==> run_1/class_map.png <==
The bar under the picture is 20 um long. Fill, decap, tap and diode cells in grey.
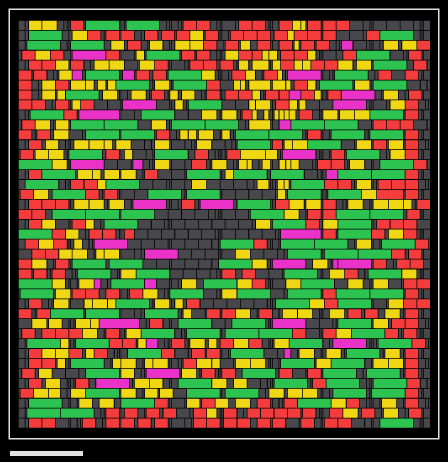
==> run_1/layers.png <==
The bar under the picture is 20 um long.
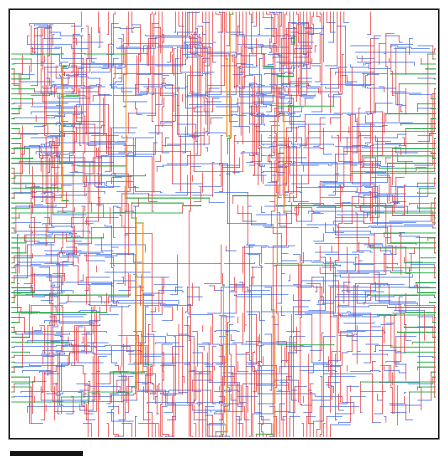
==> run_1/placed.png <==
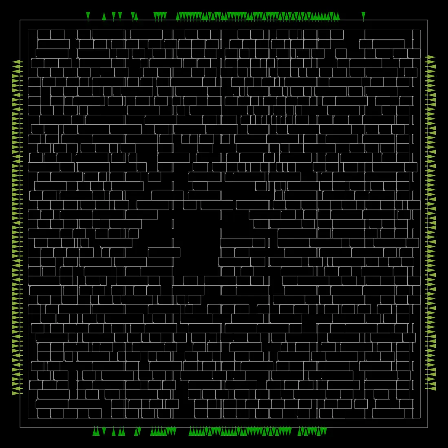
File: config.mk
export PLATFORM = sky130hd
export DESIGN_NAME = csr_trap_sequencer_flat
export DESIGN_NICKNAME = d
export VERILOG_FILES = /design/src/rtl/csr_trap_sequencer_pkg.sv /design/src/rtl/csr_trap_sequencer_if.sv /design/src/rtl/csr_trap_sequencer.sv /design/src/flat_wrapper.sv
export SDC_FILE = /design/constraint.sdc
export NUM_CORES = 1
export LEC_CHECK = 0
export ABC_CLOCK_PERIOD_IN_PS = 13300
export CAP_MARGIN = 30
export CORE_MARGIN = 2
export CORE_UTILIZATION = 45
export DETAILED_ROUTE_END_ITERATION = 8
export MAX_ROUTING_LAYER = met4
export PLACE_DENSITY_LB_ADDON = 0.15
export SLEW_MARGIN = 20
export SYNTH_ARGS = -nofsm -noshare
export SYNTH_HDL_FRONTEND = slang
export SYNTH_SLANG_ARGS = --single-unit
File: constraint.sdc
create_clock -name clk -period 13.3 [get_ports clk]
set_input_delay 3.325 -clock clk [delete_from_list [all_inputs] [get_ports clk]]
set_output_delay 3.325 -clock clk [all_outputs]
set_load 0.01 [all_outputs]
File: src/rtl/csr_trap_sequencer_pkg.sv
// Shared constants for the CSR port sequencer: FSM states, CSR numbers and
// the CSR file access-type codes.
package csr_trap_sequencer_pkg;

   typedef logic [2:0] seq_state_t;
   typedef logic [1:0] csr_access_t;

   localparam seq_state_t ST_IDLE       = 3'd0;
   localparam seq_state_t ST_TRAP_EPC   = 3'd1;
   localparam seq_state_t ST_TRAP_CAUSE = 3'd2;
   localparam seq_state_t ST_TRAP_VEC   = 3'd3;
   localparam seq_state_t ST_MRET_EPC   = 3'd4;

   localparam csr_access_t CSR_READ_ONLY = 2'b00;
   localparam csr_access_t CSR_WRITE     = 2'b01;
   localparam csr_access_t CSR_SET       = 2'b10;
   localparam csr_access_t CSR_CLEAR     = 2'b11;

   localparam logic [11:0] CSR_NUM_MEPC   = 12'h341;
   localparam logic [11:0] CSR_NUM_MCAUSE = 12'h342;
   localparam logic [11:0] CSR_NUM_MTVEC  = 12'h305;

   // mtvec direct mode: the low two bits are the mode field, not address bits
   function automatic logic [31:0] mtvec_base(input logic [31:0] mtvec);
      return mtvec & 32'hFFFF_FFFC;
   endfunction

endpackage

File: src/rtl/csr_trap_sequencer_if.sv
// Request, trap/mret, redirect and CSR-file port bundle around the sequencer.
interface csr_trap_sequencer_if;
   import csr_trap_sequencer_pkg::*;

   logic        req_valid;
   logic        req_ready;
   logic [11:0] req_number;
   csr_access_t req_type;
   logic [31:0] req_wdata;
   logic        resp_valid;
   logic [31:0] resp_rdata;
   logic        trap_valid;
   logic [31:0] trap_pc;
   logic [31:0] trap_cause;
   logic        mret_valid;
   logic        redirect_valid;
   logic [31:0] redirect_pc;
   logic        busy;
   logic [11:0] csr_number;
   csr_access_t csr_access_type;
   logic [31:0] csr_in;
   logic [31:0] csr_out;

   // master: pipeline plus CSR file side; slave: the sequencer
   modport master (
      output req_valid, req_number, req_type, req_wdata,
      output trap_valid, trap_pc, trap_cause, mret_valid, csr_out,
      input  req_ready, resp_valid, resp_rdata, redirect_valid, redirect_pc,
      input  busy, csr_number, csr_access_type, csr_in
   );

   modport slave (
      input  req_valid, req_number, req_type, req_wdata,
      input  trap_valid, trap_pc, trap_cause, mret_valid, csr_out,
      output req_ready, resp_valid, resp_rdata, redirect_valid, redirect_pc,
      output busy, csr_number, csr_access_type, csr_in
   );

endinterface

File: src/rtl/csr_trap_sequencer.sv
// Arbitrates the single CSR file port between instruction CSR accesses,
// trap entry (write mepc, write mcause, read mtvec) and mret (read mepc).
module csr_trap_sequencer
   import csr_trap_sequencer_pkg::*;
#(
   parameter logic [11:0] MEPC_ADDR   = CSR_NUM_MEPC,
   parameter logic [11:0] MCAUSE_ADDR = CSR_NUM_MCAUSE,
   parameter logic [11:0] MTVEC_ADDR  = CSR_NUM_MTVEC
) (
   input  logic                 clk,
   input  logic                 rst,
   csr_trap_sequencer_if.slave  bus
);

   seq_state_t  state_q, state_d;
   logic [31:0] pc_q, cause_q;
   logic        resp_valid_q;
   logic [31:0] resp_rdata_q;
   logic        redirect_valid_q, redirect_valid_d;
   logic [31:0] redirect_pc_q, redirect_pc_d;
   logic        accept_req, accept_trap, req_ready;
   logic [11:0] csr_number;
   csr_access_t csr_access_type;
   logic [31:0] csr_in;

   always_comb begin
      state_d          = state_q;
      csr_number       = '0;
      csr_access_type  = CSR_READ_ONLY;
      csr_in           = '0;
      req_ready        = 1'b0;
      accept_req       = 1'b0;
      accept_trap      = 1'b0;
      redirect_valid_d = 1'b0;
      redirect_pc_d    = redirect_pc_q;
      case (state_q)
         ST_IDLE: begin
            if (bus.trap_valid) begin
               accept_trap = 1'b1;
               state_d     = ST_TRAP_EPC;
            end else if (bus.mret_valid) begin
               state_d = ST_MRET_EPC;
            end else begin
               req_ready = 1'b1;
               if (bus.req_valid) begin
                  accept_req      = 1'b1;
                  csr_number      = bus.req_number;
                  csr_access_type = bus.req_type;
                  csr_in          = bus.req_wdata;
               end
            end
         end
         ST_TRAP_EPC: begin
            csr_number      = MEPC_ADDR;
            csr_access_type = CSR_WRITE;
            csr_in          = pc_q;
            state_d         = ST_TRAP_CAUSE;
         end
         ST_TRAP_CAUSE: begin
            csr_number      = MCAUSE_ADDR;
            csr_access_type = CSR_WRITE;
            csr_in          = cause_q;
            state_d         = ST_TRAP_VEC;
         end
         ST_TRAP_VEC: begin
            csr_number       = MTVEC_ADDR;
            redirect_valid_d = 1'b1;
            redirect_pc_d    = mtvec_base(bus.csr_out);
            state_d          = ST_IDLE;
         end
         ST_MRET_EPC: begin
            csr_number       = MEPC_ADDR;
            redirect_valid_d = 1'b1;
            redirect_pc_d    = bus.csr_out;
            state_d          = ST_IDLE;
         end
         default: state_d = ST_IDLE;
      endcase
   end

   always_ff @(posedge clk or posedge rst) begin
      if (rst) begin
         state_q          <= ST_IDLE;
         pc_q             <= '0;
         cause_q          <= '0;
         resp_valid_q     <= 1'b0;
         resp_rdata_q     <= '0;
         redirect_valid_q <= 1'b0;
         redirect_pc_q    <= '0;
      end else begin
         state_q          <= state_d;
         resp_valid_q     <= accept_req;
         redirect_valid_q <= redirect_valid_d;
         redirect_pc_q    <= redirect_pc_d;
         // pre-access value: the CSR file updates on this same edge
         if (accept_req) resp_rdata_q <= bus.csr_out;
         if (accept_trap) begin
            pc_q    <= bus.trap_pc;
            cause_q <= bus.trap_cause;
         end
      end
   end

   assign bus.req_ready       = req_ready;
   assign bus.resp_valid      = resp_valid_q;
   assign bus.resp_rdata      = resp_rdata_q;
   assign bus.redirect_valid  = redirect_valid_q;
   assign bus.redirect_pc     = redirect_pc_q;
   assign bus.busy            = (state_q != ST_IDLE);
   assign bus.csr_number      = csr_number;
   assign bus.csr_access_type = csr_access_type;
   assign bus.csr_in          = csr_in;

endmodule

File: src/flat_wrapper.sv
// flat-port wrapper written by rule: the top's interface ports become plain ports
module csr_trap_sequencer_flat import csr_trap_sequencer_pkg::*;
#(
   parameter logic [11:0] MEPC_ADDR   = CSR_NUM_MEPC,
   parameter logic [11:0] MCAUSE_ADDR = CSR_NUM_MCAUSE,
   parameter logic [11:0] MTVEC_ADDR  = CSR_NUM_MTVEC
)
  (clk, rst, bus_req_valid, bus_req_number, bus_req_type, bus_req_wdata, bus_trap_valid, bus_trap_pc, bus_trap_cause, bus_mret_valid, bus_csr_out, bus_req_ready, bus_resp_valid, bus_resp_rdata, bus_redirect_valid, bus_redirect_pc, bus_busy, bus_csr_number, bus_csr_access_type, bus_csr_in);
  csr_trap_sequencer_if bus_i ();
  input  logic clk;
  input  logic rst;
  input wire logic [$bits(bus_i.req_valid)-1:0] bus_req_valid;
  input wire logic [$bits(bus_i.req_number)-1:0] bus_req_number;
  input wire logic [$bits(bus_i.req_type)-1:0] bus_req_type;
  input wire logic [$bits(bus_i.req_wdata)-1:0] bus_req_wdata;
  input wire logic [$bits(bus_i.trap_valid)-1:0] bus_trap_valid;
  input wire logic [$bits(bus_i.trap_pc)-1:0] bus_trap_pc;
  input wire logic [$bits(bus_i.trap_cause)-1:0] bus_trap_cause;
  input wire logic [$bits(bus_i.mret_valid)-1:0] bus_mret_valid;
  input wire logic [$bits(bus_i.csr_out)-1:0] bus_csr_out;
  output wire logic [$bits(bus_i.req_ready)-1:0] bus_req_ready;
  output wire logic [$bits(bus_i.resp_valid)-1:0] bus_resp_valid;
  output wire logic [$bits(bus_i.resp_rdata)-1:0] bus_resp_rdata;
  output wire logic [$bits(bus_i.redirect_valid)-1:0] bus_redirect_valid;
  output wire logic [$bits(bus_i.redirect_pc)-1:0] bus_redirect_pc;
  output wire logic [$bits(bus_i.busy)-1:0] bus_busy;
  output wire logic [$bits(bus_i.csr_number)-1:0] bus_csr_number;
  output wire logic [$bits(bus_i.csr_access_type)-1:0] bus_csr_access_type;
  output wire logic [$bits(bus_i.csr_in)-1:0] bus_csr_in;
  assign bus_i.req_valid = bus_req_valid;
  assign bus_i.req_number = bus_req_number;
  assign bus_i.req_type = bus_req_type;
  assign bus_i.req_wdata = bus_req_wdata;
  assign bus_i.trap_valid = bus_trap_valid;
  assign bus_i.trap_pc = bus_trap_pc;
  assign bus_i.trap_cause = bus_trap_cause;
  assign bus_i.mret_valid = bus_mret_valid;
  assign bus_i.csr_out = bus_csr_out;
  assign bus_req_ready = bus_i.req_ready;
  assign bus_resp_valid = bus_i.resp_valid;
  assign bus_resp_rdata = bus_i.resp_rdata;
  assign bus_redirect_valid = bus_i.redirect_valid;
  assign bus_redirect_pc = bus_i.redirect_pc;
  assign bus_busy = bus_i.busy;
  assign bus_csr_number = bus_i.csr_number;
  assign bus_csr_access_type = bus_i.csr_access_type;
  assign bus_csr_in = bus_i.csr_in;
  csr_trap_sequencer #(.MEPC_ADDR(MEPC_ADDR), .MCAUSE_ADDR(MCAUSE_ADDR), .MTVEC_ADDR(MTVEC_ADDR)) u_core (.clk(clk), .rst(rst), .bus(bus_i));
endmodule
==> reports/metrics.yaml, run 1 <==
arrival_ns: 6.24
cpMostUsedCell: "clkdlybuf4s50_1"
gr-total-overflow: 0
grt_pass1_wl_um: 24100
clock_path_buffers: 2
worstPathCellList: "clkdlybuf4s50_1 -> nor3b_2 -> nand2_1 -> buf_4 -> inv_2 -> a221o_1 -> clkdlybuf4s50_1"
peakVddDrop_uv: 138
ys_area_sq_mm: 0.00576
seq_area_sq_mm: 0.00333
cp_max_fo: 36
power_uw: 2150
hold_buffers: 0
hold_viol_final: 0
cp_slowest_stage_delay_ns: 0.59
rsz0062_at_grt: "false"
power.internal_uw: 1480
p_sw_share_pct: 31.3
timing.slew.headroom_pct: 42.8
fp.dieW_um: 117
min_period_over_period_pct: 71.9
viasPerCell: 5.18
cp_slowest_cell: "nor3b_2"
worstMarginPinSlew_ns: 0.858
diodes: 0
ys_ff: 133
critPathLaunchType: "input pin"
io_pins: 261
drive_gt1_share_pct: 12.7
io_buffer_count: 260
die_h_um: 117
hold_class: "register to register"
power_leakage_uw: 0.00380
pwr-share-seq_pct: 33.6
postSynthCellCount: 398
logic_area_sq_mm: 0.00224
combPwrFrac_pct: 44.2
crit_family: "buffers and inverters"
status: "finished clean"
Notes on class_map.png above:
[remaining buffers and delay cells] red | cells: 267
[remaining logic cells] yellow | cells: 239
[clock drivers and dummy loads] magenta | cells: 32
[registers] green | cells: 133
Seq area share: 36.7%
CORE AREA: 0.0126 sq mm
Design Area, Final: 0.00908 sq mm
row count: 41
fin util: 72.2%

Notes on layers.png above:
[M3] green | wire length: 1190 um
[M2] red | wire length: 7890 um
[M1] blue | wire length: 6350 um
[M4] orange | wire length: 399 um
GRT Resource Usage Total: 24.4%
drt wl/cell: 18.8 um
DR vias: 4363
detailed-route wire length: 15800 um

Notes on placed.png above:
Flops: 133
n_taps: 172
Finished Layout Cells: 843
Layout fillers: 888

-- run 1: flip-flops by register name, indices dropped and copies added, names as in the netlist --
signal and cells:
u_core.bus.redirect_pc 32, u_core.bus.redirect_valid 1, u_core.bus.resp_rdata 32, u_core.bus.resp_valid 1
u_core.cause_q 32, u_core.pc_q 32, u_core.state_q 3
-- run 1: cells by family after synthesis --
kind of cell    share of synthesized area [%]
compound gates                           7.15
buf+inv                                  3.57
flops                                    57.8
mux                                      24.7
simple gates                             6.80
-- run 1: Yosys cell counts (2+ instances only) --
cell type / n / area (sq um)
clkbuf_1: 4 / 15.0
o22ai_1: 2 / 12.5
nor2_1: 4 / 15.0
mux2_1: 89 / 1000
inv_1: 3 / 11.3
and3_1: 7 / 43.8
buf_2: 11 / 55.1
nor3b_1: 2 / 15.0
nor2b_1: 2 / 12.5
mux2_2: 37 / 417
dfrtp_1: 133 / 3330
nand2_1: 6 / 22.5
and2_1: 34 / 213
a21oi_1: 6 / 30.0
buf_6: 10 / 113
a221o_1: 32 / 320
-- run 1: worst register-to-register path: stages (launching register included) --
cell,delay [ns]
dfrtp_1,0.53
nor3_4,0.38
nand2_1,0.09
buf_4,0.28
inv_2,0.59
mux2_2,0.41
-- run 1: metrics by stage --
step / cells / hold WS (ns) / util, % / cell area [sq um] / setup WS [ns]
after CTS: 842 / 0.480 / 72.0 / 9050 / 3.35
final: 843 / 0.475 / 72.2 / 9080 / 3.73
after global routing: 843 / 0.496 / 72.2 / 9080 / 3.53
after floorplan: 398 / 0.449 / - / 5760 / 5.67
after detailed placement: 810 / 0.469 / 67.2 / 8450 / 3.39
after global placement: 809 / 0.460 / 67.1 / 8440 / 3.56
-- run 1: power by group through the flow --
stage,logic [uW],registers (uW),clock network (uW)
2_1_floorplan,447,739,0
3_3_place_gp,925,718,0
3_5_place_dp,953,726,0
4_1_cts,962,724,486
5_1_grt,1030,748,508
6_report,951,723,478
-- run 1: layer usage --
| layer | track usage [%] | share of wire (%) |
|---|---|---|
| met1 | 27.6 | 40 |
| met2 | 40.4 | 50 |
| met3 | 7.42 | 7.5 |
| met4 | 10.0 | 2.5 |
| met5 | - | 0 |
-- run 1: final timing paths --
path,from,endpoint,slack [ns],depth (start not counted)
setup / recovery,bus_trap_valid,bus_csr_in[19],3.73,7
hold / removal,u_core.pc_q[15],u_core.pc_q[15],0.48,1
setup reg to reg,u_core.state_q[0],u_core.bus.resp_rdata[31],10.91,5
hold reg to reg,u_core.pc_q[15],u_core.pc_q[15],0.48,1
max in group asynchronous,rst,u_core.bus.resp_rdata[26],8.62,4
min in group asynchronous,rst,u_core.bus.redirect_pc[2],3.26,2
-- run 1: final cells by class --
type | count | share of cell area [%]
multi-input combinational | 235 | 24.7
clock buffer | 18 | 4.73
clock inverter | 14 | 1.94
sequential | 133 | 36.7
inverter | 4 | 0.193
tap | 172 | 2.37
timing repair buffer | 267 | 29.4
==> run 1 -> run 2 <==
--- a/config.mk
+++ b/config.mk
@@ -5,10 +5,10 @@
 export SDC_FILE = /design/constraint.sdc
 export NUM_CORES = 1
 export LEC_CHECK = 0
-export ABC_CLOCK_PERIOD_IN_PS = 13300
+export ABC_CLOCK_PERIOD_IN_PS = 8600
 export CAP_MARGIN = 30
 export CORE_MARGIN = 2
-export CORE_UTILIZATION = 45
+export CORE_UTILIZATION = 38
 export DETAILED_ROUTE_END_ITERATION = 8
 export MAX_ROUTING_LAYER = met4
 export PLACE_DENSITY_LB_ADDON = 0.15
==> constraint.sdc (replaced) <==
create_clock -name clk -period 8.6 [get_ports clk]
set_input_delay 2.15 -clock clk [delete_from_list [all_inputs] [get_ports clk]]
set_output_delay 2.15 -clock clk [all_outputs]
set_load 0.01 [all_outputs]
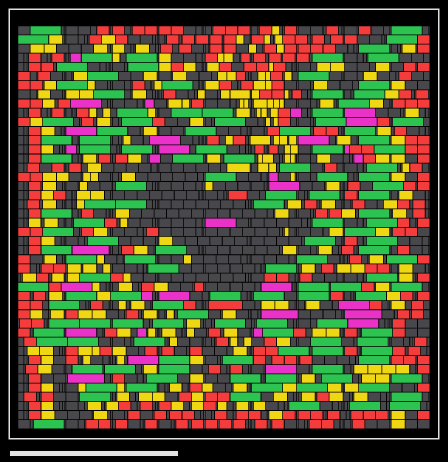
(run_2/class_map.png)
The bar under the picture is 50 um long. Fill, decap, tap and diode cells in grey.
[registers] green | cells: 133
[clock drivers and dummy loads] magenta | cells: 32
[remaining logic cells] yellow | cells: 239
[remaining buffers and delay cells] red | cells: 268

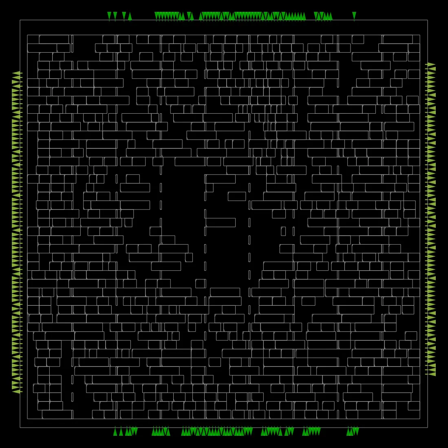
(run_2/placed.png)
Layout fillers: 1148
CORE AREA: 0.0146 sq mm
row count: 44
fin util: 62.4%

==> run 2 against run 1 <==
- register-to-register slack worse by 4.7 ns
- flip-flop count stayed put
- utilization is 9.9 points lower
- power is 55% higher
- global-route usage is 5.2 points lower
- cell count is 1.5% higher
- synthesized cell count stayed put
- die area is 18% higher
- non-clock buffer count is 1 higher
- wire length is 5.1% lower
- worst hold slack better by 0.0026 ns
==> reports/metrics.yaml, run 2 <==
status: "finished clean"
hold_class: "register to register"
hold_buffers: 0  # unchanged
timing.rr.start: "u_core.state_q[0]"
grt_use_total_pct: 19.2  # -5.2 points
postSynthCellCount: 398  # unchanged
rsz0062_at_grt: "false"
clock_path_buffers: 2  # unchanged
grt_pass1_wl_um: 23200  # -3.8%
die_h_um: 127  # +8.5%
diodes: 0  # unchanged
min_period_over_period_pct: 81.1
viasPerCell: 5.00  # -3.5%
arrival_ns: 4.83  # -1.41 ns
synth_top_area_share_pct: 57.8  # unchanged
use_met1_pct: 22.5  # -5.1 points
timing.slew.headroom_pct: 41.5  # -1.3 points
grt.met2_usage_pct: 30.4  # -10 points
hold_start: "u_core.pc_q[19]"
io_pins: 261  # unchanged
fp.dieW_um: 127  # +8.5%
holdWs_ns: 0.478  # +0.00255 ns
## run 2: final cells by class
type	instances	area (sq um)
Multi-Input combinational cell	235	2240
Inverter	4	17.5
Sequential cell	133	3330
Clock buffer	18	429
Clock inverter	14	201
Fill cell	1148	5510
Timing Repair Buffer	268	2690
Tap cell	184	230
## run 2: path summary, 6_finish.rpt
kind / slack (ns) / endpoint
max: 1.62 / bus_csr_in[9]
min: 0.48 / u_core.pc_q[19]
max reg2reg: 6.21 / u_core.bus.resp_rdata[31]
min reg2reg: 0.48 / u_core.pc_q[19]
max in group asynchronous: 5.21 / u_core.bus.redirect_pc[14]
min in group asynchronous: 2.24 / u_core.bus.redirect_pc[6]
## run 2: cells by family after synthesis
logic type / synth area share, %
flops: 57.8
mux: 24.7
simple gates: 6.80
compound gates: 7.15
buf+inv: 3.57
## run 2: report_power, final
group          leakage (uW)  switching [uW]  internal (uW)
registers           0.00159             167            942
clock network      0.000290             275            488
logic               0.00193             578            886
total               0.00381            1020           2320
## run 2: routing by layer
| metal | wire [um] | share of wire [%] |
|---|---|---|
| met5 | 0 | 0 |
| met1 | 6200 | 41 |
| met3 | 1330 | 8.8 |
| met2 | 7250 | 48 |
| met4 | 239 | 1.6 |
## run 2: worst max-delay path: stages
cell             delay (ns)
clkdlybuf4s50_1        0.47
nor3b_1                0.22
buf_4                  0.20
nand2_1                0.06
buf_4                  0.28
inv_2                  0.58
a221o_1                0.30
clkdlybuf4s50_1        0.54
## run 2: per-stage QoR
| step | worst slack [ns] | area, sq um | std cells | util [%] |
|---|---|---|---|---|
| after floorplan | 2.90 | 5760 | 398 | - |
| after global placement | 1.65 | 8460 | 822 | 57.8 |
| after detailed placement | 1.60 | 8470 | 823 | 57.9 |
| after CTS | 1.60 | 9100 | 855 | 62.2 |
| after global routing | 1.46 | 9130 | 856 | 62.4 |
| final | 1.62 | 9130 | 856 | 62.4 |
==> run_2/m4.png <==
The bar under the picture is 50 um long.
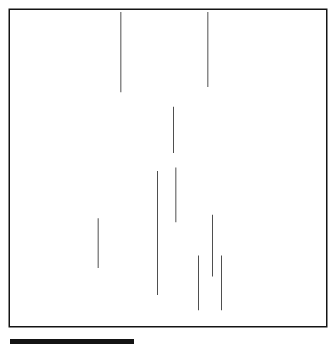

==> run 2 -> run 3 <==
--- a/config.mk
+++ b/config.mk
@@ -5,10 +5,10 @@
 export SDC_FILE = /design/constraint.sdc
 export NUM_CORES = 1
 export LEC_CHECK = 0
-export ABC_CLOCK_PERIOD_IN_PS = 8600
+export ABC_CLOCK_PERIOD_IN_PS = 6770
 export CAP_MARGIN = 30
 export CORE_MARGIN = 2
-export CORE_UTILIZATION = 38
+export CORE_UTILIZATION = 42
 export DETAILED_ROUTE_END_ITERATION = 8
 export MAX_ROUTING_LAYER = met4
 export PLACE_DENSITY_LB_ADDON = 0.15
==> constraint.sdc (replaced) <==
create_clock -name clk -period 6.77 [get_ports clk]
set_input_delay 1.6925 -clock clk [delete_from_list [all_inputs] [get_ports clk]]
set_output_delay 1.6925 -clock clk [all_outputs]
set_load 0.01 [all_outputs]
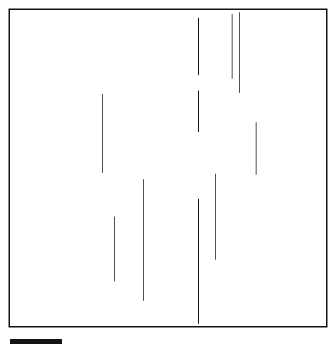
(run_3/m4.png)
The bar under the picture is 20 um long.
wire length on this layer: 293 um
main direction: vertical

==> run 3 against run 2 <==
- clock power grew 16%
- register-to-register slack got worse by 2.2 ns
- sequential share of layout area increased by 0.25 points
- setup slack got worse by 0.59 ns
- via count rose by 0.77%
- combinational power is 27% higher
- utilization grew 5.9 points
- highest routed layer unchanged
==> reports/metrics.yaml, run 3 <==
status: "finished clean"
worstMarginPinSlew_ns: 0.893
hold_buffers: 0  # unchanged
arrival_ns: 4.05  # -0.78 ns
row_count: 42  # -4.5%
ys_seq_share_pct: 57.8
viasPerCell: 5.08  # +1.7%
drc: 0
nets: 806
timing.final.ws_setup_ns: 1.03  # -0.594 ns
rsz0062_at_grt: "false"
timing.rr.start: "u_core.state_q[0]"
core_sq_mm: 0.0133  # -9.2%
clock_path_buffers: 2  # unchanged
ys_cells: 398
yosys_warnings: 0
synth_top_area_share_pct: 57.8  # unchanged
avgSynthCellArea_sq_um: 14.5
die_h_um: 121  # -4.7%
cts_max_level: 4
hold_class: "register to register"
grt_pass1_wl_um: 23300  # +0.47%
gr-total-overflow: 0
r2r_slack_ns: 4.04  # -2.17 ns
cts-root-buf: "clkbuf_16"
fp.dieW_um: 121  # -4.7%
finalSetupTns_ns: 0
place_congestion: 0.778
io_pins: 261  # unchanged
min_period_over_period_pct: 84.8
timing.slew.headroom_pct: 40.4  # -1.1 points
grt_use_total_pct: 21.3  # +2.1 points
postSynthCellCount: 398  # unchanged
dp_slack_ns: 1.01  # -0.585 ns
clk_pin_slew_worst_paths_ns: 0.05
cap_violations: 0
hold_start: "u_core.pc_q[22]"
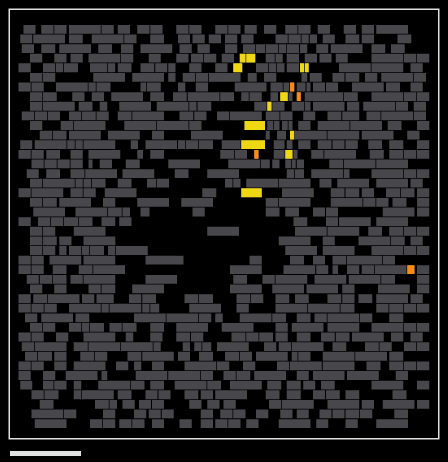
(run_3/gates.png)
The bar under the picture is 20 um long.
[inv cells] orange | cells: 4
[nor cells] yellow | cells: 12 | where: top centre

[run 3: power breakdown]
part	switching (uW)	total (uW)	internal (uW)
clock network	321	886	564
logic	734	1860	1130
registers	217	1410	1200
total	1270	4160	2890
[run 3: layout make-up]
cell class / instances / area [sq um]
Fill cell: 954 / 4230
Inverter: 4 / 17.5
Clock buffer: 21 / 470
Sequential cell: 133 / 3330
Antenna cell: 1 / 2.50
Timing Repair Buffer: 268 / 2690
Multi-Input combinational cell: 235 / 2240
Clock inverter: 10 / 105
Tap cell: 176 / 220
[run 3: per-stage QoR]
step	hold WS [ns]	utilization (%)	cell area (sq um)	power (uW)	cells
2_1_floorplan	0.449	-	5760	2330	398
3_3_place_gp	0.460	63.6	8450	3240	814
3_5_place_dp	0.468	63.9	8490	3300	816
4_1_cts	0.480	68.2	9070	4210	847
5_1_grt	0.493	68.2	9070	4400	848
6_report	0.472	68.2	9070	4160	848
[run 3: logic make-up (layout without fill, tap and decap cells)]
group | count (synthesis) | in the layout | synth area share [%]
simple gates | 63 | 63 | 6.80
other cells | 0 | 1 | 0
mux | 126 | 126 | 24.7
buf+inv | 30 | 303 | 3.57
compound gates | 46 | 46 | 7.15
flops | 133 | 133 | 57.8
[run 3: layer usage]
layer / GRT usage, % / wire [um]
met1: 25.1 / 6180
met2: 34.2 / 7390
met3: 6.67 / 1210
met4: 8.21 / 293
met5: - / 0
[run 3: critical path, cell delays in order]
cell and delay, ns:
clkdlybuf4s50_1 0.47, nor3b_1 0.24, buf_4 0.20, nand2_1 0.09
inv_2 0.51, a221o_1 0.29, clkdlybuf4s50_1 0.54
[run 3: worst paths after layout]
path / endpoint / depth (start not counted)
max: bus_csr_in[11] / 7
min: u_core.pc_q[22] / 1
max reg2reg: u_core.cause_q[9] / 4
min reg2reg: u_core.pc_q[22] / 1
max in group asynchronous: u_core.cause_q[19] / 4
min in group asynchronous: u_core.bus.redirect_pc[12] / 2
Power is estimated from default activity; no workload was simulated.
